**src/rtl/turf_bus_pkg.sv**
```systemverilog
// Shared TURF register-bus definitions: FSM encodings, transfer width and address byte format.
// Used by both the SURF-side master and the TURF-side register interface.
package turf_bus_pkg;
  localparam int BUS_BYTES = 4;

  localparam logic [2:0] ST_IDLE  = 3'd0;
  localparam logic [2:0] ST_ADDR  = 3'd1;
  localparam logic [2:0] ST_WDATA = 3'd2;
  localparam logic [2:0] ST_TURN  = 3'd3;
  localparam logic [2:0] ST_RDATA = 3'd4;
  localparam logic [2:0] ST_GAP   = 3'd5;

  typedef struct packed {
    logic                   wr;
    logic [6:0]             addr;
    logic [8*BUS_BYTES-1:0] wdata;
  } bus_req_t;

  // Address phase byte: MSB reserved as 0, low 7 bits are the register address.
  function automatic logic [7:0] addr_byte(input logic [6:0] addr);
    return {1'b0, addr};
  endfunction
endpackage

```
**src/rtl/turfio_bus_shifter.sv**
```systemverilog
// 32-bit byte serializer/deserializer for the TURF bus, LSB byte first.
// The 2-bit counter names the byte currently on the bus and wraps after the last byte.
module turfio_bus_shifter
  import turf_bus_pkg::*;
(
  input  logic                   clk_i,
  input  logic                   rst_n_i,
  input  logic                   load,
  input  logic [8*BUS_BYTES-1:0] wdata,
  input  logic                   step,
  input  logic                   shift_in,
  input  logic [7:0]             din,
  output logic [7:0]             tx_byte,
  output logic [7:0]             tx_next,
  output logic [8*BUS_BYTES-1:0] rx_word,
  output logic                   last
);
  logic [8*BUS_BYTES-1:0] sh;
  logic [1:0]             cnt, cnt_nxt;

  assign cnt_nxt = cnt + 2'd1;
  assign tx_byte = sh[{cnt, 3'b000} +: 8];
  assign tx_next = sh[{cnt_nxt, 3'b000} +: 8];
  // Word as it stands once din is taken in as the final byte.
  assign rx_word = {din, sh[8*BUS_BYTES-1:8]};
  assign last    = (cnt == 2'(BUS_BYTES - 1));

  always_ff @(posedge clk_i or negedge rst_n_i) begin
    if (!rst_n_i) begin
      sh  <= '0;
      cnt <= '0;
    end else if (load) begin
      sh  <= wdata;
      cnt <= '0;
    end else begin
      if (shift_in) sh  <= rx_word;
      if (step)     cnt <= cnt_nxt;
    end
  end
endmodule

```
**src/rtl/turfio_bus_master.sv**
```systemverilog
// SURF-side master for the 8-bit TURF register bus: address byte, then 4 data bytes out
// (write) or a turnaround followed by 4 bytes in (read), then an idle gap. All outputs registered.
module turfio_bus_master
  import turf_bus_pkg::*;
#(
  parameter int TURNAROUND  = 1,
  parameter int IDLE_CYCLES = 1
) (
  input  logic        clk_i,
  input  logic        rst_n_i,
  input  logic        req_i,
  input  logic        wr_i,
  input  logic [6:0]  addr_i,
  input  logic [31:0] wdata_i,
  output logic        busy_o,
  output logic        ack_o,
  output logic [31:0] rdata_o,
  output logic        nCSTURF_o,
  output logic        TURF_WnR_o,
  output logic [7:0]  TURF_DIO_o,
  output logic        TURF_DIO_oe_o,
  input  logic [7:0]  TURF_DIO_i
);
  logic [2:0]  state;
  logic        wr_q;
  logic [1:0]  turn_cnt;
  logic [2:0]  gap_cnt;
  bus_req_t    req_in;
  logic        accept, turn_last, gap_last, sh_last;
  logic [7:0]  tx_byte, tx_next;
  logic [31:0] rx_word;

  assign req_in    = {wr_i, addr_i, wdata_i};
  assign turn_last = (turn_cnt == 2'(TURNAROUND - 1));
  assign gap_last  = (gap_cnt == 3'(IDLE_CYCLES - 1));
  // The edge closing the last GAP cycle is the first IDLE edge, so a held req_i
  // chains directly and back-to-back transfers see exactly IDLE_CYCLES select-high cycles.
  assign accept    = req_i && ((state == ST_IDLE && !busy_o) || (state == ST_GAP && gap_last));

  turfio_bus_shifter u_shifter (
    .clk_i    (clk_i),
    .rst_n_i  (rst_n_i),
    .load     (accept),
    .wdata    (req_in.wdata),
    .step     (state == ST_WDATA || state == ST_RDATA),
    .shift_in (state == ST_RDATA),
    .din      (TURF_DIO_i),
    .tx_byte  (tx_byte),
    .tx_next  (tx_next),
    .rx_word  (rx_word),
    .last     (sh_last)
  );

  always_ff @(posedge clk_i or negedge rst_n_i) begin
    if (!rst_n_i) begin
      state         <= ST_IDLE;
      wr_q          <= 1'b0;
      turn_cnt      <= '0;
      gap_cnt       <= '0;
      busy_o        <= 1'b0;
      ack_o         <= 1'b0;
      rdata_o       <= '0;
      nCSTURF_o     <= 1'b1;
      TURF_WnR_o    <= 1'b0;
      TURF_DIO_o    <= '0;
      TURF_DIO_oe_o <= 1'b0;
    end else begin
      ack_o <= 1'b0;
      if (accept) begin
        state         <= ST_ADDR;
        wr_q          <= req_in.wr;
        busy_o        <= 1'b1;
        nCSTURF_o     <= 1'b0;
        TURF_WnR_o    <= req_in.wr;
        TURF_DIO_o    <= addr_byte(req_in.addr);
        TURF_DIO_oe_o <= 1'b1;
      end else begin
        case (state)
          ST_IDLE: ;
          ST_ADDR: begin
            if (wr_q) begin
              state      <= ST_WDATA;
              TURF_DIO_o <= tx_byte;
            end else begin
              // Release the pads before the TURF can start driving.
              state         <= ST_TURN;
              turn_cnt      <= '0;
              TURF_DIO_o    <= '0;
              TURF_DIO_oe_o <= 1'b0;
            end
          end
          ST_TURN: begin
            if (turn_last) state <= ST_RDATA;
            else           turn_cnt <= turn_cnt + 2'd1;
          end
          ST_WDATA, ST_RDATA: begin
            if (sh_last) begin
              state         <= ST_GAP;
              gap_cnt       <= '0;
              ack_o         <= 1'b1;
              nCSTURF_o     <= 1'b1;
              TURF_WnR_o    <= 1'b0;
              TURF_DIO_o    <= '0;
              TURF_DIO_oe_o <= 1'b0;
              if (state == ST_RDATA) rdata_o <= rx_word;
            end else if (state == ST_WDATA) begin
              TURF_DIO_o <= tx_next;
            end
          end
          ST_GAP: begin
            if (gap_last) begin
              state  <= ST_IDLE;
              busy_o <= 1'b0;
            end else begin
              gap_cnt <= gap_cnt + 3'd1;
            end
          end
          default: state <= ST_IDLE;
        endcase
      end
    end
  end
endmodule

```
**config.mk**
```make
export PLATFORM = sky130hd
export DESIGN_NAME = turfio_bus_master
export DESIGN_NICKNAME = d
export VERILOG_FILES = /design/src/rtl/turf_bus_pkg.sv /design/src/rtl/turfio_bus_shifter.sv /design/src/rtl/turfio_bus_master.sv
export SDC_FILE = /design/constraint.sdc
export NUM_CORES = 1
export LEC_CHECK = 0
export CORE_MARGIN = 5
export CORE_UTILIZATION = 46
export CTS_CLUSTER_SIZE = 25
export DETAILED_ROUTE_END_ITERATION = 12
export HOLD_SLACK_MARGIN = 0.08
export PLACE_DENSITY = 0.75
export SLEW_MARGIN = 30
export SYNTH_ARGS = -nofsm -noshare
export SYNTH_HDL_FRONTEND = slang
export SYNTH_SLANG_ARGS = --single-unit
```
**constraint.sdc**
```tcl
create_clock -name clk_i -period 1.85 [get_ports clk_i]
set_input_delay 0.37 -clock clk_i [delete_from_list [all_inputs] [get_ports clk_i]]
set_output_delay 0.37 -clock clk_i [all_outputs]
set_load 0.005 [all_outputs]
```
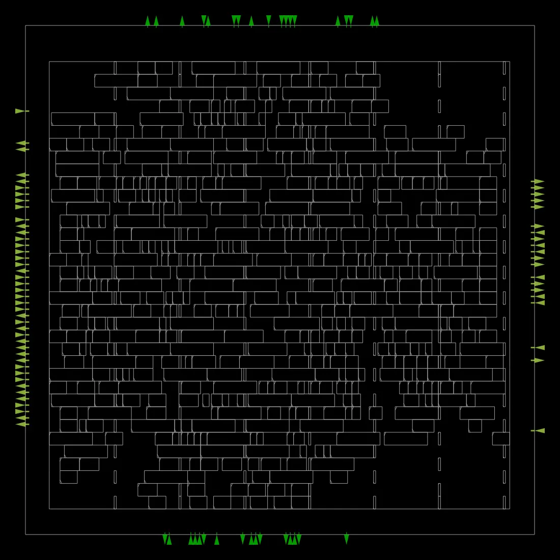
Run 1: cell placement
Fill cells: 774
row cnt: 35
core footprint: 9328 um^2

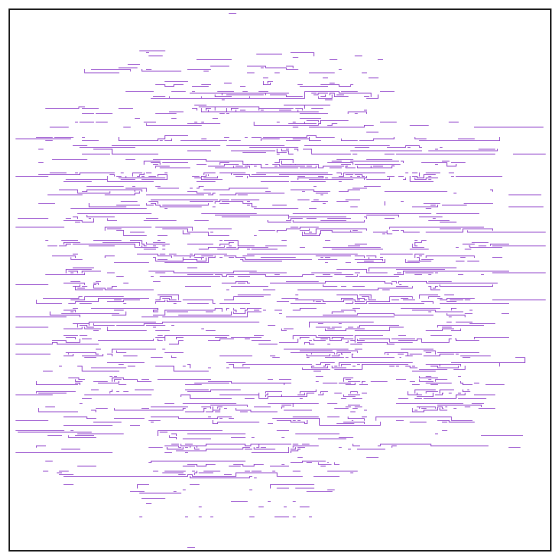
Run 1: the metal 1 layer
main direction: horizontal
nets with wire on the layer: 498
met1 GRT Util: 0.2783
Vias: 3548
overall routed net length: 11.46 mm

==> metrics.cfg, run 1 <==
[final_timing]
rsz0062_at_grt = no
maxSlewViolCount = 0
fin_worst_skew_ps = 11.70
tightest_slew_ps = 357.6
finalWorstPathRequiredPeriod_ps = 1752
finalHoldViolCount = 0
worst_hold_slack_ps = 428.2
fin_ws_ps = 98.18
slew_headroom = 0.7616
fmax_mhz = 570.8
fin_crit_sh = 0.9469

[cts]
cts_resized = 0
numCtsBuffers = 9
cts_tree = built
cts_htree_levels = 3
clkSlewWorstSetupHoldPaths_ps = 90
clock-sinks = 88
cts_setup_buffers = 0
clock_latency_ps = 360
clockRootBuffer = clkbuf_8

[pwr]
p_total_mw = 10.19
p_leak_nw = 2.452
p_comb_frac = 0.524
ir_worst_vdd_v = 0.0008150
power-top-group = combinational logic
pg_comb_mw = 5.34
p_int_mw = 6.275
p_clk_frac = 0.113
power_switching_mw = 3.916
power_frac_seq = 0.363
powerSeq_mw = 3.70
power_density_nw_per_um2 = 1739
sw_frac_of_total = 0.3843

[placed_design]
place_ws_ps = -99.38
place_area_um2 = 5675
io_buffers = 95
hpwl_mm = 8.380
place_inst = 625
finalWeightedCongestion = 0.8224

[final_layout]
clock_area_frac = 0.02776
diodes = 0
fin_nets = 563
num-clock-buffers = 10
area_dominant_class = sequential cells
areaGrowthSynthToFinish_pct = 31.77
drive_above_1_share = 0.1484
seq_area_um2 = 2205
ff_count = 88
inverters = 9
n_all_buffers = 121

[setup_path]
crit_end = u_shifter.sh[10]
reg2reg_slack_ps = 100
reg2reg_depth = 5
slowest_delay_ps = 490
crit_start = state[0]
crit_arrival_ps = 1990
cp_num_buf_inv = 1
path_class = reg -> reg
critical-path-top-delay-family = simple AND/OR/NAND/NOR gates
cp.depth = 5
worst_r2r_endpoint = u_shifter.sh[10]
crit_chain = or3_4 -> a21o_2 -> buf_12 -> nor2_1 -> a31oi_1
end_kind = flip-flop
slowest_stage = dfrtp_2
crit_fanout = 31
timing.rr.start = state[0]

[run_status]
status = complete, no violations

[yosys]
ys_top_logic_family = multiplexers
edf_count = 0
ff_type = dfrtp_1
simple_gate_share = 0.1398
ys_warn_count = 0
ys_types = 47
avgSynthCellArea_um2 = 10.98
async_flop_share = 1.000
fa_ha_area_frac = 0.01125
mux_share = 0.1646
syn_nets = 460

[floorplan]
io_pins = 96
die-area_um2 = 11730
dieHeight_um = 108.3
die_w_um = 108.3

[detailed_routing]
drc = 0
maxUsedRoutingLayer = met4
antenna_left = 0
met3_length_mm = 1.056
vias_per_cell = 5.535
drt_iter0_markers = 155
routedWlPerCell_um = 17.88

[global_route]
gr-usage-all-layers = 0.2086
use_met3 = 0.08060
grt_pass1_wl_mm = 18.93
grt_busiest_layer = met2
grt_max_degree = 40
grt_pass1_vias = 3642

[job]
drv_cap = 0

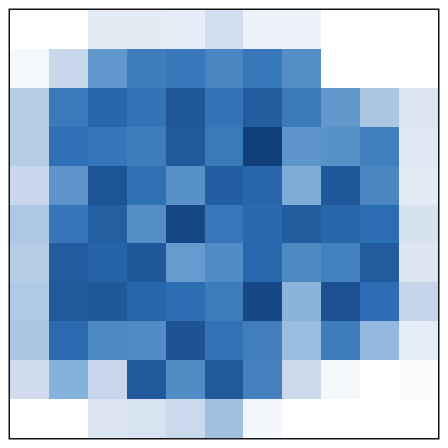
Run 1: placement density heat map
The die is cut into 11 by 11 equal tiles; white is low, dark blue is high, 0 to 100% covered.
fullest tile: 94%
nearly empty tiles: 12%
densest ninth of the die: center
mean over tiles: 49%
tiles over 75% full: 26%
Layout Utilization: 0.6282
Core Util at FP: 0.4767

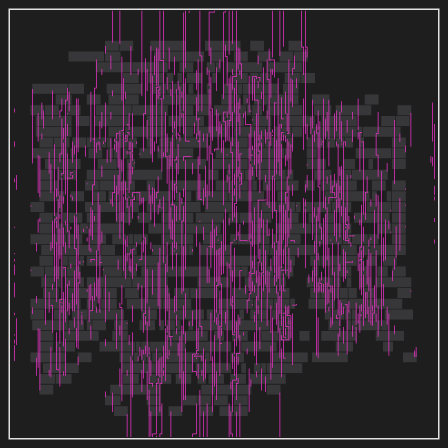
Run 1: M2 wires
Cells faint in the background.
longest straight run: 39.1 um
main direction: vertical
share of all routed wire: 47%
wire length on this layer: 5330 um
nets with wire on the layer: 474
met2 Usage GRT: 0.3197

-- run 1: flip-flops by register name (all words and copies together) (netlist names), 2 cells and up --
register	cells
u_shifter.sh	32
u_shifter.cnt	2
TURF_DIO_o	8
rdata_o	32
state	3
turn_cnt	2
gap_cnt	3
-- run 1: cells in the mapped netlist (5+ instances only) --
library cell	n	area (um^2)
dfrtp_1	87	2177
nand2_1	68	255.2
mux2_1	33	371.6
a31oi_1	31	193.9
nor2_1	29	108.9
nand3_1	19	95.09
a22oi_1	18	135.1
mux4_2	16	360.4
buf_2	12	60.06
clkbuf_1	12	45.04
inv_1	8	30.03
a31oi_2	7	87.58
o21ai_0	7	35.03
a21oi_1	6	30.03
nand2b_1	5	31.28
--- run 2 (diff from run 1) ---
CAP_MARGIN = 30   (was not set)
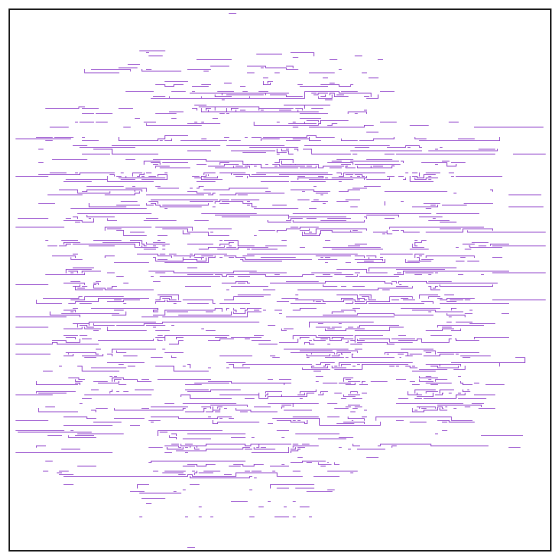
Run 2: the metal 1 layer
wire length on this layer: 4870 um
share of all routed wire: 43%

==> run 2 against run 1 <==
Effect of this change:
- largest cell class unchanged
- area after synthesis unchanged
- sequential power about the same
- count of clock-buffer cells in the layout unchanged
- final cell count unchanged
- non-clock buffer count unchanged
- hold slack unchanged
- core utilization unchanged
- first-iteration DRC count unchanged
- die size unchanged
- wire length unchanged
==> metrics.cfg, run 2 <==
[detailed_routing]
drc = 0
met3_length_mm = 1.056
maxUsedRoutingLayer = met4
totalWireLength_mm = 11.46
antenna_left = 0
vias = 3548
drt_iter0_markers = 155
vias_per_cell = 5.535

[final_layout]
diodes = 0
num-clock-buffers = 10
clock_area_frac = 0.02776
seq_area_um2 = 2205
inverters = 9
fin_nets = 563
drive_above_1_share = 0.1484
n_all_buffers = 121
top_regs = rdata_o: 32 flops, u_shifter.sh: 32 flops, TURF_DIO_o: 8 flops
final_util = 0.6282
fill_cells = 774
area_dominant_class = sequential cells
areaGrowthSynthToFinish_pct = 31.77
comb-cell-share = 0.3515

[cts]
numCtsBuffers = 9
cts_tree = built
clock-sinks = 88
cts_setup_buffers = 0
cts_htree_levels = 3
clkSlewWorstSetupHoldPaths_ps = 90
clock_latency_ps = 360
clockRootBuffer = clkbuf_8

[setup_path]
reg2reg_depth = 5
worst_r2r_endpoint = u_shifter.sh[10]
critical-path-top-delay-family = simple AND/OR/NAND/NOR gates
crit_end = u_shifter.sh[10]
crit_start = state[0]
timing.rr.start = state[0]
cp_num_buf_inv = 1
reg2reg_slack_ps = 100
path_class = reg -> reg
slowest_stage = dfrtp_2
slowest_delay_ps = 490
cp.depth = 5
crit_chain = or3_4 -> a21o_2 -> buf_12 -> nor2_1 -> a31oi_1
end_kind = flip-flop
crit_fanout = 31
crit_arrival_ps = 1990

[pwr]
p_comb_frac = 0.524
power_switching_mw = 3.916
p_int_mw = 6.275
p_leak_nw = 2.452
power_frac_seq = 0.363
p_clk_mw = 1.16
pg_comb_mw = 5.34
p_clk_frac = 0.113
power_density_nw_per_um2 = 1739
ir_worst_vdd_v = 0.0008150
power-top-group = combinational logic
sw_frac_of_total = 0.3843
p_total_mw = 10.19
powerSeq_mw = 3.70

[floorplan]
io_pins = 96
die_w_um = 108.3
die-area_um2 = 11730
fp_util = 0.4767
fp.coreArea_um2 = 9328
fp-row-count = 35
dieHeight_um = 108.3

[placed_design]
place_inst = 625
io_buffers = 95
finalWeightedCongestion = 0.8224
place_ws_ps = -99.38

[final_timing]
fmax_mhz = 570.8
slew_headroom = 0.7616
tightest_slew_ps = 357.6
fin_crit_sh = 0.9469
rsz0062_at_grt = no
finalWorstPathRequiredPeriod_ps = 1752
setup_viol = 0
fin_ws_ps = 98.18
finalHoldViolCount = 0
fin_worst_skew_ps = 11.70
maxSlewViolCount = 0
worst_hold_slack_ps = 428.2

[yosys]
largest_area_cell = dfrtp_1
ys_area_um2 = 4447
async_flop_share = 1.000
yosysMostFrequentCell = dfrtp_1
area_leaders = dfrtp_1 49%, mux2_1 8.4%, mux4_2 8.1%, nand2_1 5.7%, a31oi_1 4.4%
ys_types = 47
syn_nets = 460
ff_type = dfrtp_1
edf_count = 0
top_cells_by_count = 87 x dfrtp_1, 68 x nand2_1, 33 x mux2_1
top_cell_area_share = 0.4896
ys_warn_count = 0

[global_route]
use_met3 = 0.08060
use_met2 = 0.3197
grt_pass1_vias = 3642
grt_busiest_layer = met2
use_met1 = 0.2783
grt_max_degree = 40
gr-usage-all-layers = 0.2086
antenna_found_initial = 0

[run_status]
status = complete, no violations

[job]
drv_cap = 0

[run 2: cell counts in the layout (fill, tap and decap cells not counted)]
No cell type changed its count.
[run 2: what timing repair did]
action	CTS	global route
hold buffers	1	0
hold endpoints to repair	15	0
setup endpoints to repair	0	9
gates resized	0	3
[run 2: metrics by stage]
stage	instance area, um^2	TNS [ps]
after floorplan	4448	0
after global placement	5675	-654.4
after detailed placement	5675	-891.2
after CTS	5848	0
after global routing	5859	0
final	5859	0
[run 2: cells by family after synthesis]
family	count (synthesis)	share of synthesized area
simple gates	137	0.1398
flops	88	0.4955
compound gates	87	0.1418
mux	49	0.1646
buf+inv	38	0.04305
fa+ha+maj	4	0.01126
xor+xnor	2	0.003940
Run 2, placement density heat map:
The die is cut into 11 by 11 equal tiles; white is low, dark blue is high, 0 to 100% covered.
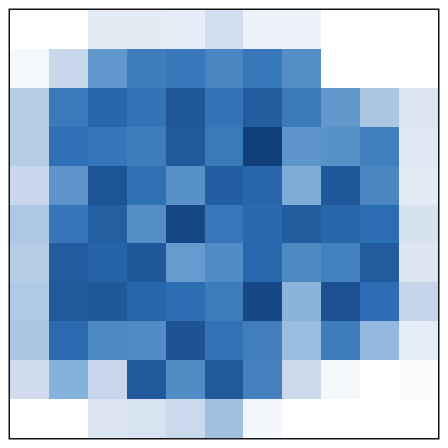

--- run 3 (diff from run 2) ---
CORE_UTILIZATION = 47   (was 46)
PLACE_DENSITY = 0.76   (was 0.75)
SYNTH_HIERARCHICAL = 1   (was not set)
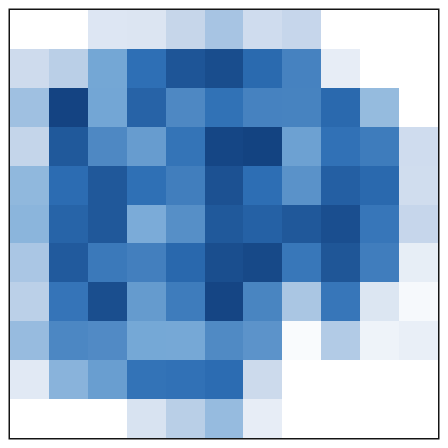
Run 3: placement density heat map
The die is cut into 11 by 11 equal tiles; white is low, dark blue is high, 0 to 100% covered.
tiles over 75% full: 24%
densest ninth of the die: center
emptiest ninth of the die: south-east
fullest tile: 92%
mean over tiles: 48%
core footprint: 9684 um^2
Layout Utilization: 0.6001
Core Util at FP: 0.4762

==> run 3 against run 2 <==
Effect of this change:
- area after synthesis rose by 3.7%
- first-iteration DRC count rose by 26%
- final cell count fell by 5.9%
- largest cell class unchanged
- highest routed layer unchanged
- total power fell by 4.5%
- core utilization fell by 2.8 points
- combinational power fell by 9.0%
- sequential share of layout area rose by 0.33 points
- die size rose by 1.4%
==> metrics.cfg, run 3 <==
[final_layout]
diodes = 0
n_all_buffers = 118
ff_count = 88
top_regs = rdata_o: 32 flops, u_shifter/sh: 32 flops, TURF_DIO_o: 8 flops
inverters = 7
area_dominant_class = sequential cells
num-clock-buffers = 11

[cts]
cts_htree_levels = 3
clkSlewWorstSetupHoldPaths_ps = 90
cts_tree = built
clock-sinks = 88
clockRootBuffer = clkbuf_8

[yosys]
fa_ha_area_frac = 0.01085
ys_types = 42
mux_share = 0.2436
top_cells_by_count = 87 x dfrtp_1, 42 x nand2_1, 38 x o21ai_0
ff_type = dfrtp_1
synth.cellmix.compoundShare = 0.09794
edf_count = 0
largest_area_cell = dfrtp_1
xor_share = 0.003798
area_leaders = dfrtp_1 47%, mux4_1 8.0%, mux2i_1 7.6%, mux2_2 7.6%, buf_4 5.7%
ys_warn_count = 6
syn_nets = 447

[detailed_routing]
met3_length_um = 737
totalWireLength_mm = 10.33
vias = 3249
maxUsedRoutingLayer = met4
vias_per_cell = 5.388

[final_timing]
setup_viol = 0
tightest_slew_ps = 426.8
fmax_mhz = 550.2
fin_ws_ps = 32.61
finalWorstPathRequiredPeriod_ps = 1817
tns_ps = 0

[pwr]
powerSeq_mw = 3.68
p_comb_frac = 0.500
pg_comb_mw = 4.86
p_leak_nw = 2.376
power_switching_mw = 3.478
ir_worst_vdd_v = 0.0007412
p_clk_frac = 0.123
p_clk_mw = 1.19

[floorplan]
io_pins = 96
die-area_um2 = 11890
dieHeight_um = 109.1

[setup_path]
slowest_delay_ps = 570
reg2reg_slack_ps = 30
crit_arrival_ps = 2060
worst_r2r_endpoint = TURF_DIO_o[7]
cp.depth = 5
critical-path-top-delay-family = multiplexers
crit_start = u_shifter/cnt[0]
crit_chain = ha_4 -> buf_4 -> mux4_1 -> a22oi_2 -> a21oi_1

[run_status]
status = complete, no violations

[placed_design]
place_area_um2 = 5559
io_buffers = 95

[global_route]
grt_pass1_wl_mm = 17.04
use_met2 = 0.2868

[job]
drv_cap = 0

-- run 3: netlist changes by cell type after synthesis, sizes merged, moves of 9 or more --
cell / change
a31oi: -38
o21ai: +27
nand2: -26
buf: +32
a22oi: -15
mux2i: +35
nor2: -9
nand3: -19
-- run 3: kinds of logic after synthesis --
logic type	after synthesis
compound gates	72
xor+xnor	2
fa+ha+maj	4
buf+inv	63
flops	88
mux	83
simple gates	80
-- run 3: repair_timing --
item | CTS | global route
hold buffers | 1 | 0
endpoints found under the hold margin | 30 | 0
gates resized | 2 | 10
pin swaps | 0 | 7
buffers inserted | 0 | 2
setup endpoints to repair | 3 | 12
-- run 3: worst reg2reg max path, cell delays in order, from the launching register on --
cell and delay [ps]:
dfrtp_2 450, ha_4 300, buf_4 150, mux4_1 570, a22oi_2 160, a21oi_1 90

==> screenshots <==
Register map, names as in the netlist.
Other sequential cells in the stronger gray, the rest of the logic in the fainter gray.
panel A
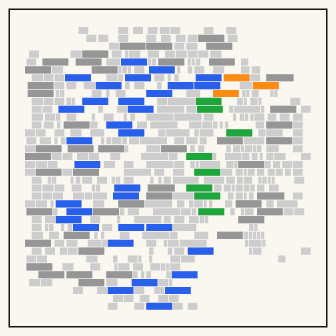
panel B
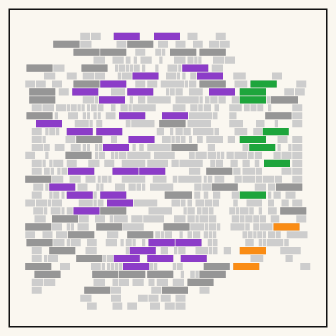
- run 2 = panel B
- run 3 = panel A

Key to panel A:
legend:
  orange:
    signal: `gap_cnt`
    flops: 3
  blue:
    signal: `u_shifter/sh`
    flops: 32
  green:
    signal: `TURF_DIO_o`
    flops: 8
not colored: 45

Power and IR drop assume default switching activity.
